--- config.mk ---
export PLATFORM = sky130hd
export DESIGN_NAME = sccb_cfg_sequencer
export DESIGN_NICKNAME = d
export VERILOG_FILES = /design/src/rtl/sccb_cfg_pkg.sv /design/src/rtl/sccb_init_rom.sv /design/src/rtl/sccb_cfg_sequencer.sv
export SDC_FILE = /design/constraint.sdc
export NUM_CORES = 1
export LEC_CHECK = 0
export ABC_AREA = 1
export CORE_ASPECT_RATIO = 1.2
export CORE_MARGIN = 5
export CORE_UTILIZATION = 45
export CTS_CLUSTER_DIAMETER = 100
export DETAILED_ROUTE_END_ITERATION = 10
export PLACE_DENSITY = 0.75
export REMOVE_ABC_BUFFERS = 1
export SLEW_MARGIN = 20
export SYNTH_ARGS = -nofsm -noshare
export SYNTH_HDL_FRONTEND = slang
export SYNTH_SLANG_ARGS = --single-unit
--- constraint.sdc ---
create_clock -name sccb_clk -period 4.8 [get_ports sccb_clk]
set_input_delay 0.48 -clock sccb_clk [delete_from_list [all_inputs] [get_ports sccb_clk]]
set_output_delay 0.48 -clock sccb_clk [all_outputs]
set_load 0.02 [all_outputs]
--- src/rtl/sccb_cfg_pkg.sv ---
// Shared encodings for the SCCB init sequencer: table entry layout, FSM states, bridge command/response codes.
// The RD_* states only exist when SCCB_CFG_VERIFY_EN is defined.
package sccb_cfg_pkg;

    localparam int OP_W    = 2;
    localparam int REG_W   = 8;
    localparam int VAL_W   = 8;
    localparam int ENTRY_W = OP_W + REG_W + VAL_W;
    localparam int DLY_W   = 24;

    typedef enum logic [OP_W-1:0] {
        OP_WRITE = 2'b00,
        OP_DELAY = 2'b01,
        OP_RSVD  = 2'b10,
        OP_END   = 2'b11
    } op_e;

    typedef struct packed {
        op_e              op;
        logic [REG_W-1:0] ra;
        logic [VAL_W-1:0] val;
    } entry_t;

    localparam logic [2:0] CMD_IDLE = 3'b000;
    localparam logic [2:0] CMD_WR   = 3'b001;
    localparam logic [2:0] CMD_RD   = 3'b010;
    localparam logic [1:0] RESP_DVA = 2'b01;

    typedef enum logic [3:0] {
        ST_IDLE    = 4'd0,
        ST_FETCH   = 4'd1,
        ST_DECODE  = 4'd2,
        ST_WR_REQ  = 4'd3,
        ST_WR_WAIT = 4'd4,
        ST_DLY     = 4'd5,
        ST_DONE    = 4'd6
`ifdef SCCB_CFG_VERIFY_EN
        ,
        ST_RD_REQ  = 4'd7,
        ST_RD_RSP  = 4'd8,
        ST_RD_WAIT = 4'd9
`endif
    } state_e;

endpackage

--- src/rtl/sccb_init_rom.sv ---
// Camera init table with one cycle of registered read latency.
// Camera variants replace only this file; unlisted addresses read as END.
module sccb_init_rom
    import sccb_cfg_pkg::*;
#(
    parameter int ROM_AW = 6
) (
    input  logic               sccb_clk,
    input  logic               sccb_reset_n,
    input  logic [ROM_AW-1:0]  addr,
    output logic [ENTRY_W-1:0] entry
);

    logic [ENTRY_W-1:0] entry_d, entry_q;

    always_comb begin
        entry_d = {OP_END, 8'h00, 8'h00};
        case (32'(addr))
            0:       entry_d = {OP_WRITE, 8'h12, 8'h80};
            1:       entry_d = {OP_DELAY, 8'h00, 8'h03};
            2:       entry_d = {OP_WRITE, 8'h11, 8'h01};
            default: entry_d = {OP_END,   8'h00, 8'h00};
        endcase
    end

    always_ff @(posedge sccb_clk or negedge sccb_reset_n) begin
        if (!sccb_reset_n) entry_q <= '0;
        else               entry_q <= entry_d;
    end

    assign entry = entry_q;

endmodule

--- src/rtl/sccb_cfg_sequencer.sv ---
// Walks the init table, issuing SCCB register writes and delays, then hands the bridge to the host.
// Define SCCB_CFG_VERIFY_EN to read back every write and flag mismatches on init_err.
module sccb_cfg_sequencer
    import sccb_cfg_pkg::*;
#(
    parameter logic [6:0]  SLAVE_ID   = 7'h21,
    parameter int          ROM_AW     = 6,
    parameter logic [15:0] DELAY_UNIT = 16'd1000
) (
    input  logic              sccb_clk,
    input  logic              sccb_reset_n,
    input  logic              start,
    output logic [2:0]        mcmd,
    output logic [14:0]       maddr,
    output logic [7:0]        mdata,
    input  logic              scmdaccept,
    input  logic [1:0]        sresp,
    input  logic [7:0]        sdata,
    input  logic [2:0]        h_mcmd,
    input  logic [14:0]       h_maddr,
    input  logic [7:0]        h_mdata,
    output logic              h_scmdaccept,
    output logic [1:0]        h_sresp,
    output logic [7:0]        h_sdata,
    output logic              init_busy,
    output logic              init_done,
    output logic              init_err,
    output logic [ROM_AW-1:0] step
);

    state_e             state_q, state_d, adv_state;
    logic [ROM_AW-1:0]  step_q, step_d, adv_step;
    logic [14:0]        maddr_q, maddr_d;
    logic [7:0]         mdata_q, mdata_d;
    logic [DLY_W-1:0]   dly_q, dly_d;
    logic               pend_q, pend_d;
    logic [ENTRY_W-1:0] rom_entry;
    entry_t             entry;
    logic               last_step, host_quiet, restart;

    sccb_init_rom #(.ROM_AW(ROM_AW)) u_rom (
        .sccb_clk     (sccb_clk),
        .sccb_reset_n (sccb_reset_n),
        .addr         (step_q),
        .entry        (rom_entry)
    );

    assign entry      = entry_t'(rom_entry);
    // The last table slot terminates the run even without an END entry.
    assign last_step  = (step_q == {ROM_AW{1'b1}});
    assign adv_state  = last_step ? ST_DONE : ST_FETCH;
    assign adv_step   = last_step ? step_q : step_q + 1'b1;
    assign host_quiet = (h_mcmd == CMD_IDLE) && scmdaccept;
    assign restart    = ((state_q == ST_IDLE) && start) ||
                        ((state_q == ST_DONE) && (start || pend_q) && host_quiet);

    always_ff @(posedge sccb_clk or negedge sccb_reset_n) begin
        if (!sccb_reset_n) begin
            state_q <= ST_IDLE;
            step_q  <= '0;
            maddr_q <= '0;
            mdata_q <= '0;
            dly_q   <= '0;
            pend_q  <= 1'b0;
        end else begin
            state_q <= state_d;
            step_q  <= step_d;
            maddr_q <= maddr_d;
            mdata_q <= mdata_d;
            dly_q   <= dly_d;
            pend_q  <= pend_d;
        end
    end

    always_comb begin
        state_d = state_q;
        step_d  = step_q;
        maddr_d = maddr_q;
        mdata_d = mdata_q;
        dly_d   = dly_q;
        pend_d  = pend_q;
        case (state_q)
            ST_IDLE: begin
                if (restart) begin
                    state_d = ST_FETCH;
                    step_d  = '0;
                end
            end
            ST_FETCH: state_d = ST_DECODE;
            ST_DECODE: begin
                case (entry.op)
                    OP_WRITE: begin
                        state_d = ST_WR_REQ;
                        maddr_d = {SLAVE_ID, entry.ra};
                        mdata_d = entry.val;
                    end
                    OP_DELAY: begin
                        state_d = ST_DLY;
                        dly_d   = DLY_W'(entry.val) * DLY_W'(DELAY_UNIT);
                    end
                    default: state_d = ST_DONE;
                endcase
            end
            ST_WR_REQ: if (sresp == RESP_DVA) state_d = ST_WR_WAIT;
            ST_WR_WAIT: begin
                if (scmdaccept) begin
`ifdef SCCB_CFG_VERIFY_EN
                    state_d = ST_RD_REQ;
`else
                    state_d = adv_state;
                    step_d  = adv_step;
`endif
                end
            end
            // A zero count still spends one cycle here.
            ST_DLY: begin
                if (dly_q <= DLY_W'(1)) begin
                    state_d = adv_state;
                    step_d  = adv_step;
                end else begin
                    dly_d = dly_q - 1'b1;
                end
            end
            ST_DONE: begin
                if (restart) begin
                    state_d = ST_FETCH;
                    step_d  = '0;
                    pend_d  = 1'b0;
                end else if (start) begin
                    pend_d = 1'b1;
                end
            end
`ifdef SCCB_CFG_VERIFY_EN
            ST_RD_REQ:  if (!scmdaccept) state_d = ST_RD_RSP;
            ST_RD_RSP:  if (sresp == RESP_DVA) state_d = ST_RD_WAIT;
            ST_RD_WAIT: begin
                if (scmdaccept) begin
                    state_d = adv_state;
                    step_d  = adv_step;
                end
            end
`endif
            default: state_d = ST_IDLE;
        endcase
    end

    // mcmd is decoded from state so an async reset drops it at once.
    always_comb begin
        mcmd         = CMD_IDLE;
        maddr        = maddr_q;
        mdata        = mdata_q;
        h_scmdaccept = 1'b0;
        h_sresp      = 2'b00;
        h_sdata      = 8'h00;
        init_busy    = (state_q != ST_IDLE) && (state_q != ST_DONE);
        init_done    = (state_q == ST_DONE);
        case (state_q)
            ST_WR_REQ: mcmd = (sresp == RESP_DVA) ? CMD_IDLE : CMD_WR;
`ifdef SCCB_CFG_VERIFY_EN
            ST_RD_REQ: mcmd = scmdaccept ? CMD_RD : CMD_IDLE;
`endif
            ST_DONE: begin
                mcmd         = h_mcmd;
                maddr        = h_maddr;
                mdata        = h_mdata;
                h_scmdaccept = scmdaccept;
                h_sresp      = sresp;
                h_sdata      = sdata;
            end
            default: ;
        endcase
    end

    assign step = step_q;

`ifdef SCCB_CFG_VERIFY_EN
    logic err_q, err_d;

    always_comb begin
        err_d = err_q;
        if (restart)
            err_d = 1'b0;
        else if ((state_q == ST_RD_RSP) && (sresp == RESP_DVA) && (sdata != mdata_q))
            err_d = 1'b1;
    end

    always_ff @(posedge sccb_clk or negedge sccb_reset_n) begin
        if (!sccb_reset_n) err_q <= 1'b0;
        else               err_q <= err_d;
    end

    assign init_err = err_q;
`else
    assign init_err = 1'b0;
`endif

endmodule

==> results.yml <==
# flow metrics
place:
  hpwl_mm: 7.51
  io_buffer_count: 84
route:
  avgViaCountPerCell: 4.89
  wl_met3_um: 456
  firstDrtPassIters: 6
  met1Wirelength_mm: 4.16
  vias: 3817
  highest_layer: "met4"
  drt_iter0_markers: 183
logic_synthesis:
  ys_types: 42
  ys_top_logic_family: "simple AND/OR/NAND/NOR gates"
  ys_sh_adder: 0.0614
  synth_area_um2: 3790
  xor_share: 0.0162
  yosysChipArea_um2: 3790
  synthTopCellsByCount: "nand2_1, nor2_1, inv_1"
  synthAoiAreaFrac: 0.0449
  flop_cell: "dfrtp_1"
  ys.flops: 47
  syn_inst: 586
  topCellsByArea: "dfrtp_1, nand2_1, nor2_1"
  top_cell_area_share: 0.310
  ys_seq_frac: 0.310
  yosysWarningCount: 0
  yosysMostFrequentCell: "nand2_1"
  edf_count: 0
  top_area_cell: "dfrtp_1"
  syn_avg_cell_area_um2: 6.47
clocking:
  clockBufferDepth: 2
  cts_tree: "done"
  post_cts_resized: 0
  cts_setup_buffers: 0
  clock_sinks: 47
  numCtsBuffers: 5
sta:
  max_freq_mhz: 308
  hold_viol_final: 0
  tightest_slew_ns: 0.777
  maxSlewHeadroom: 0.481
  fin_hold_ws_ns: 0.250
  finalCriticalPeriod_ns: 3.25
  finalSetupViolCount: 0
  rsz0062_at_grt: "false"
power:
  power_density_nw_per_um2: 523
  p_int_uw: 1250
  ir_drop_mv: 0.273
  p_seq_frac: 0.279
  sw_frac_of_total: 0.504
  power_frac_clock: 0.124
  comb_power_share: 0.597
  power_switching_uw: 1270
layout:
  n_antenna_cell: 0
  drive_gt1_frac: 0.0750
  area_growth_pct: 26.9
setup_path:
  startpoint_type: "flop"
  critPathBufInv: 2
  crit_path_max_incr_delay_ns: 0.66
  path_common_cell: "nand2_1"
  crit_fanout: 38
  critical_path.top_delay_family: "buffers and inverters"
  crit_type: "flop to output port"
  crit_chain: "nand3_2, clkinv_1, nand2_1, nand2_1, clkdlybuf4s50_1"
  critPathSlowestCell: "nand3_2"
  cp-end-kind: "output port"
  required_ns: 4.32
global_routing:
  grt_pass1_vias: 3892
  antenna_found_initial: 0
  gr-total-overflow: 0
  grt_pass1_wl_mm: 17.0
job:
  warnings: 34
  maxCapViolCount: 0
outcome:
  outcome: "finished, final reports clean"
worst_hold_path:
  hold_class: "primary input to asynchronous set/reset pin"
area by class of cell:
type	instances	area [um^2]	share of cell area
clock inverter	2	35.0	0.00729
multi-input combinational	439	2200	0.457
tap	114	143	0.0297
clock buffer	6	82.6	0.0172
timing repair buffer	85	843	0.175
inverter	88	332	0.0690
sequential	47	1180	0.245
cell families (layout without fill, tap and decap cells):
logic type / count (synthesis) / in the layout
AND/OR/NAND/NOR: 385 / 385
buffers and inverters: 100 / 181
flip-flops: 47 / 47
AND-OR/OR-AND: 26 / 26
adder cells (fa/ha/maj): 18 / 18
XOR/XNOR: 7 / 7
multiplexers: 2 / 2
other: 1 / 1
cell usage in the layout, fill, tap and decap left out, types with 4 or more instances in the layout:
cell,netlist,layout
nor2_2,7,7
nand3_1,46,46
ha_1,17,17
nand2_1,210,210
inv_2,11,11
nor2_1,87,87
xnor2_1,4,4
clkbuf_8,0,6
inv_1,75,75
dfrtp_1,47,47
a21oi_1,5,5
or2_2,4,4
nand4_1,13,13
o21ai_0,11,11
clkdlybuf4s50_1,0,83
per-stage QoR:
step | power, uW | cell area (um^2) | util | worst slack (ns) | instances
6_report | 2510 | 4810 | 0.590 | 1.55 | 781
5_1_grt | 2760 | 4810 | 0.590 | 1.30 | 781
4_1_cts | 2530 | 4810 | 0.590 | 1.50 | 781
3_5_place_dp | 2210 | 4690 | 0.575 | 1.85 | 773
3_3_place_gp | 2160 | 4690 | 0.575 | 1.94 | 773
2_1_floorplan | 1740 | 3700 | - | 2.60 | 574
final timing paths:
kind | startpoint | endpoint | cells past startpoint
max in group asynchronous | sccb_reset_n | dly_q[7]$_DFFE_PN0P_ | 2
hold / removal | sccb_reset_n | dly_q[10]$_DFFE_PN0P_ | 2
hold reg to reg | u_rom.entry[8]$_DFF_PN0_ | maddr_q[0]$_DFFE_PN0P_ | 1
setup / recovery | state_q[2]$_DFFE_PN0P_ | mdata[0] | 5
min in group sccb_clk | u_rom.entry[8]$_DFF_PN0_ | maddr_q[0]$_DFFE_PN0P_ | 1
setup reg to reg | u_rom.entry[0]$_DFF_PN0_ | dly_q[13]$_DFFE_PN0P_ | 14
registers in the layout, summed over array words and instances (netlist names):
register     flops
step             6
dly_q           24
state_q          3
pend_q           1
maddr_q          4
mdata_q          2
u_rom.entry      7
metal layers:
metal / global-route usage / vias up
met5: 0 / -
met4: 0.0771 / 0
met3: 0.0456 / 25
met2: 0.339 / 95
met1: 0.229 / 1745
li1: - / 1952
power groups by stage:
stage	combinational [uW]	clock (uW)	sequential, uW
after floorplan	1070	0	676
after global placement	1460	0	698
after detailed placement	1500	0	705
after CTS	1510	318	697
after global routing	1710	329	723
final	1500	311	701
==> images/congestion.png <==
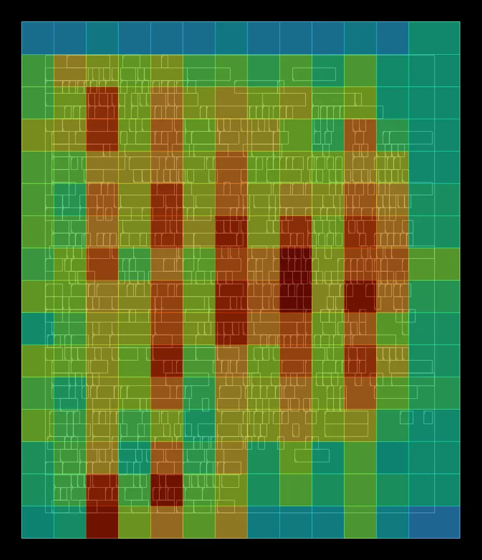
met1 Usage GRT: 0.229
total global-route track usage: 0.196
final core utilization: 0.590

==> images/layer_met1.png <==
Supply wires on this layer in grey.
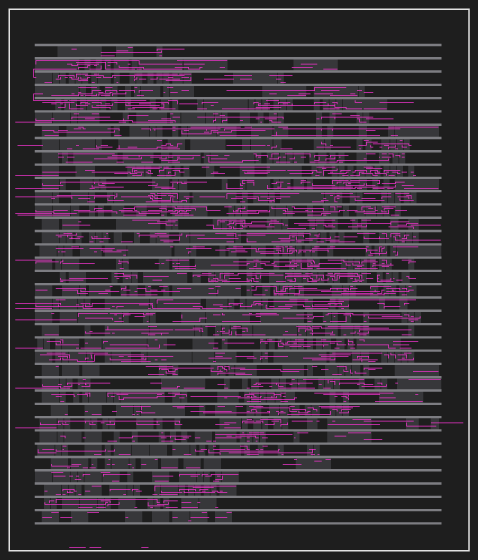
nets with wire on the layer: 655
wire length on this layer: 4160 um

==> images/flops_by_reg.png <==
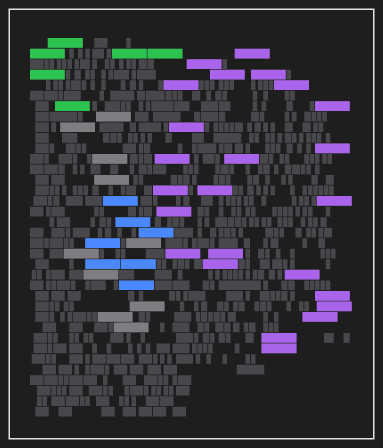
[step] green | sequential cells: 6 | where: upper left
[u_rom.entry] blue | sequential cells: 7
[dly_q] purple | sequential cells: 24
not coloured: 10

==> images/layer_met2.png <==
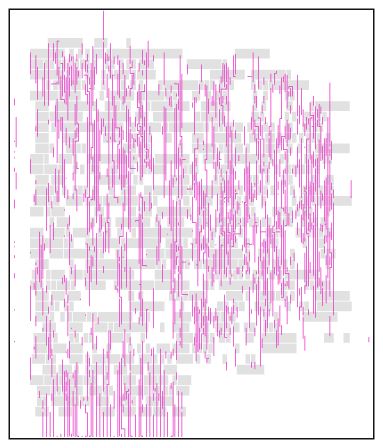
wire length on this layer: 4800 um
longest straight run: 41.5 um
share of all routed wire: 49%
main direction: vertical
nets with wire on the layer: 562

==> images/io_fan.png <==
Bar = 20 um.
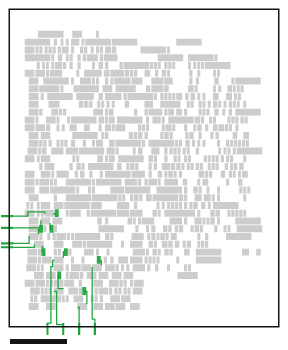
[sdata] green | bits: 8 | direction: input | end cells: 8 | buffers: 8 | wire: 138 um

Power is estimated from default activity; no workload was simulated.
